File: src/rtl/hub_pkg.sv
// hub_pkg: shared cog count, size codes and pipeline record for the hub sequencer.
package hub_pkg;
  localparam int NCOG = 8;
  typedef enum logic [1:0] {BYTE = 2'b00, WORD = 2'b01, LONG = 2'b10} hub_sz_e;
  typedef struct packed {
    logic       v;
    logic [2:0] cog;
    logic [1:0] sz;
    logic [1:0] off;
  } stage1_t;
endpackage

File: src/rtl/hub_lane.sv
// hub_lane: write lane encode/replicate and read alignment/zero-extension.
module hub_lane import hub_pkg::*; (
  input  logic [1:0]  w_sz,
  input  logic [1:0]  w_off,
  input  logic [31:0] w_data,
  output logic [3:0]  wb,
  output logic [31:0] d,
  input  logic [1:0]  r_sz,
  input  logic [1:0]  r_off,
  input  logic [31:0] q,
  output logic [31:0] rd
);
  logic [31:0] sh;
  always_comb begin
    wb = w_sz == BYTE ? 4'b0001 << w_off : w_sz == WORD ? (w_off[1] ? 4'b1100 : 4'b0011) : 4'b1111;
    d  = w_sz == BYTE ? {4{w_data[7:0]}} : w_sz == WORD ? {2{w_data[15:0]}} : w_data;
    sh = r_sz == BYTE ? q >> {r_off, 3'b000} : r_sz == WORD ? q >> {r_off[1], 4'b0000} : q;
    rd = r_sz == BYTE ? {24'd0, sh[7:0]} : r_sz == WORD ? {16'd0, sh[15:0]} : sh;
  end
endmodule

File: src/rtl/hub_seq.sv
// hub_seq: round-robin hub slot sequencer; grant at slot, data+ack two enabled cycles later.
module hub_seq import hub_pkg::*; (
  input  logic              clk_cog,
  input  logic              res,
  input  logic              ena_bus,
  input  logic [NCOG-1:0]   req,
  input  logic [NCOG-1:0]   we,
  input  logic [15:0]       sz,
  input  logic [127:0]      addr,
  input  logic [255:0]      wdata,
  output logic [NCOG-1:0]   ack,
  output logic [31:0]       rdata,
  output logic              mem_w,
  output logic [3:0]        mem_wb,
  output logic [13:0]       mem_a,
  output logic [31:0]       mem_d,
  input  logic [31:0]       mem_q
);
  logic [2:0]      slot_q, slot_d;
  stage1_t         s1_q, s1_d;
  logic [NCOG-1:0] ack_q, ack_d;
  logic [31:0]     rdata_q, rdata_d, rd_al, g_wdata;
  logic [1:0]      g_sz;
  logic [15:0]     g_addr;
  logic [3:0]      lane_wb;
  logic            grant, fin;
  hub_lane u_lane (
    .w_sz(g_sz), .w_off(g_addr[1:0]), .w_data(g_wdata), .wb(lane_wb), .d(mem_d),
    .r_sz(s1_q.sz), .r_off(s1_q.off), .q(mem_q), .rd(rd_al)
  );
  always_comb begin
    g_sz    = sz[slot_q*2 +: 2];
    g_addr  = addr[slot_q*16 +: 16];
    g_wdata = wdata[slot_q*32 +: 32];
    grant   = ena_bus && !res && req[slot_q];
    mem_w   = grant && we[slot_q];
    mem_wb  = grant && we[slot_q] ? lane_wb : 4'b0000;
    mem_a   = g_addr[15:2];
    slot_d  = ena_bus ? slot_q + 3'd1 : slot_q;
    s1_d    = ena_bus ? stage1_t'{grant, slot_q, g_sz, g_addr[1:0]} : s1_q;
    fin     = ena_bus && s1_q.v;
    ack_d   = fin ? {{(NCOG-1){1'b0}}, 1'b1} << s1_q.cog : '0;
    rdata_d = fin ? rd_al : rdata_q;
  end
  // Stage 1 only advances on enabled cycles, so bus gaps stretch latency without losing the access.
  always_ff @(posedge clk_cog or posedge res) begin
    if (res) begin
      slot_q  <= '0;
      s1_q    <= '0;
      ack_q   <= '0;
      rdata_q <= '0;
    end else begin
      slot_q  <= slot_d;
      s1_q    <= s1_d;
      ack_q   <= ack_d;
      rdata_q <= rdata_d;
    end
  end
  assign ack   = ack_q;
  assign rdata = rdata_q;
endmodule

File: config.mk
export PLATFORM = sky130hd
export DESIGN_NAME = hub_seq
export DESIGN_NICKNAME = d
export VERILOG_FILES = /design/src/rtl/hub_pkg.sv /design/src/rtl/hub_lane.sv /design/src/rtl/hub_seq.sv
export SDC_FILE = /design/constraint.sdc
export NUM_CORES = 1
export LEC_CHECK = 0
export ABC_AREA = 1
export CORE_AREA = 10 10 205 207
export CTS_BUF_LIST = sky130_fd_sc_hd__clkbuf_2
export DETAILED_ROUTE_END_ITERATION = 6
export DIE_AREA = 0 0 215 217
export HOLD_SLACK_MARGIN = 0.12
export PLACE_DENSITY_LB_ADDON = 0.3
export SLEW_MARGIN = 20
export SYNTH_ARGS = -nofsm -noshare
export SYNTH_HDL_FRONTEND = slang
export SYNTH_SLANG_ARGS = --single-unit
File: constraint.sdc
create_clock -name clk_cog -period 1.9 [get_ports clk_cog]
set_clock_uncertainty 0.05 [all_clocks]
set_input_delay 0.285 -clock clk_cog [delete_from_list [all_inputs] [get_ports clk_cog]]
set_output_delay 0.285 -clock clk_cog [all_outputs]
set_load 0.05 [all_outputs]
==> impl_metrics.ini <==
; implementation run metrics
[logic_synthesis]
synth_stat.cells = 1304
synthMuxAreaShare_pct = 0
synth.lib_cells_used.distinct = 26
simple_gate_area_share_pct = 42.4
top_area_cell = nand2_1
synthesis.area_per_instance_sq_um = 5.24
yosys_area_sq_um = 6830
enable_flop_cells = 0
ys_sh_xor_pct = 0.257
area_leaders = nand2_1 (22%), dfrtp_1 (19%), o21ai_0 (17%), nor2_1 (15%), nand3_1 (4.3%)

[drt]
drt_first_pass_iters = 5
detail_route.drc_violations = 0
wl_met2_mm = 27.6
violation_tally_from_detailed_route_iteration_zero = 642
routed_wl_mm = 53.2
sum_of_met3_wire_segment_lengths_after_detailed_routing_mm = 3.72

[place]
place.gp.congestion = 0.904
hpwlAfterDp_mm = 41.5

[finish]
final-nonclk-buf-share_pct = 48.2
clkCellAreaFrac_pct = 0.278
final-seq-area_sq_um = 1280
dominant_cells = non-clock buffers

[flow_run]
maxCapViolCount = 0

[clocking]
cts_repair_resize_count = 238
tritoncts = yes
clkSinkCount = 51

[critical_path]
setup.worst_path.class = register to output port
crit_path_max_fanout = 12
timing.critical_path.to = mem_wb[2]

[global_routing]
grt_pass1_vias = 11176
globalRouteMet2Util_pct = 38.0

[min_path]
hold_path_startpoint = mem_q[20]

[sta]
setup_violations = 51
timing.final.ws_setup_ps = -902

[power_and_ir_drop]
powerSeq_mw = 1.86

[outcome]
outcome = finished, violations left
violations = negative setup slack

[die]
fp.coreArea_sq_um = 38100
std_cell_rows = 72
==> worst max-delay path, cell delays in order (launching register included) <==
cell and delay, ps:
dfrtp_4 580, buf_6 140, buf_12 150, nand2_2 70, nand2_2 60, nand2_2 90
nand3_4 100, nand2_8 150, buf_12 120, nand2_8 140, nor2_2 200, nor2_4 50
buf_12 140
==> per-stage QoR <==
step,cells,power [mW],hold WS (ps),util (%),area (sq um)
finish,2414,35.3,328,42.6,16200
global route,2413,37.4,300,42.6,16200
CTS,2382,31.4,299,39.2,14900
detailed placement,2350,27.0,422,36.3,13800
global placement,2350,26.9,413,36.3,13800
floorplan,1304,18.0,371,-,7410
==> registers in the layout, indices dropped and copies added (netlist names) <==
register,count
rdata,32
ack,8
s1_q,8
slot_q,3
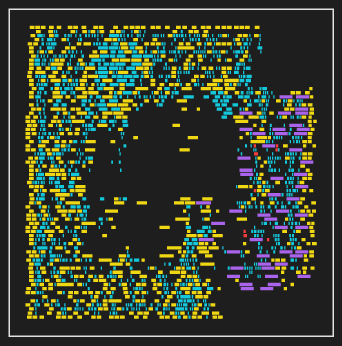
placement_by_type.png
Drawn at 1.5 px/micron.
[purple] sequential cells | cells: 51 | share of their area: 8.3%
[yellow] remaining buffers and delay cells | cells: 688 | share of their area: 50%
[red] clock drivers and dummy loads | cells: 8 | share of their area: 0.29%
[cyan] combinational and other logic | cells: 1,143 | share of their area: 41%
area of all placed cells without fillers: 16,200 sq um
utilization after layout: 42.6%
sequential portion of the cell area: 7.92%

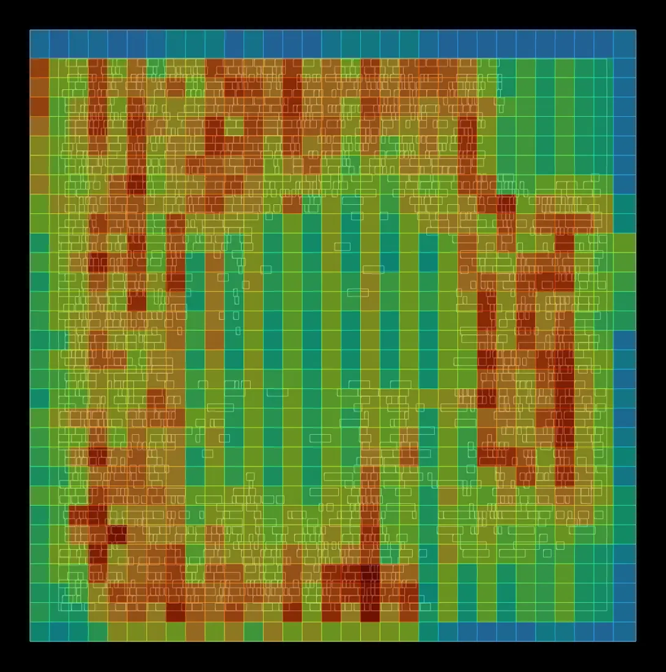
congestion.png
met3 track demand over resource in global routing: 5.12%
WL per Instance: 22.1 microns

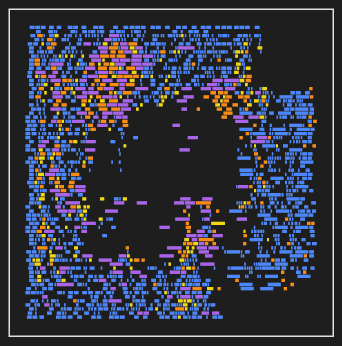
sizes.png
Drawn at 1.5 px/micron.
[purple] _6 and larger | cells: 154 | most used: buf_12
[yellow] _2 cells | cells: 155 | most used: nand2_2
[blue] _0 and _1 cells | cells: 1,402 | most used: clkdlybuf4s50_1
[orange] _3 and _4 cells | cells: 179 | most used: buf_4
buffer count excluding the clock tree in the final layout: 688
Final Worst Setup Slack: -902 ps

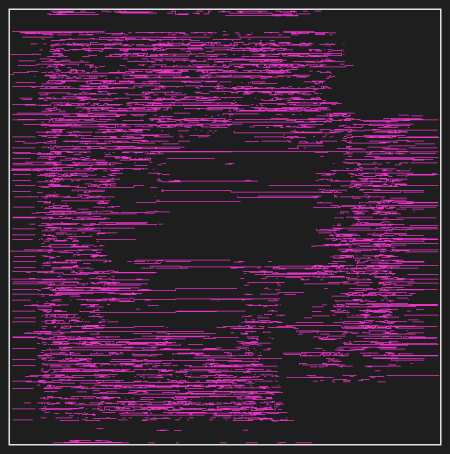
layer_met1.png
Drawn at 2 px/micron.
nets with wire on the layer: 2,130
share of all routed wire: 40%
longest straight run: 98.4 microns

No activity file was given, so power comes from the tool's default toggle rates.
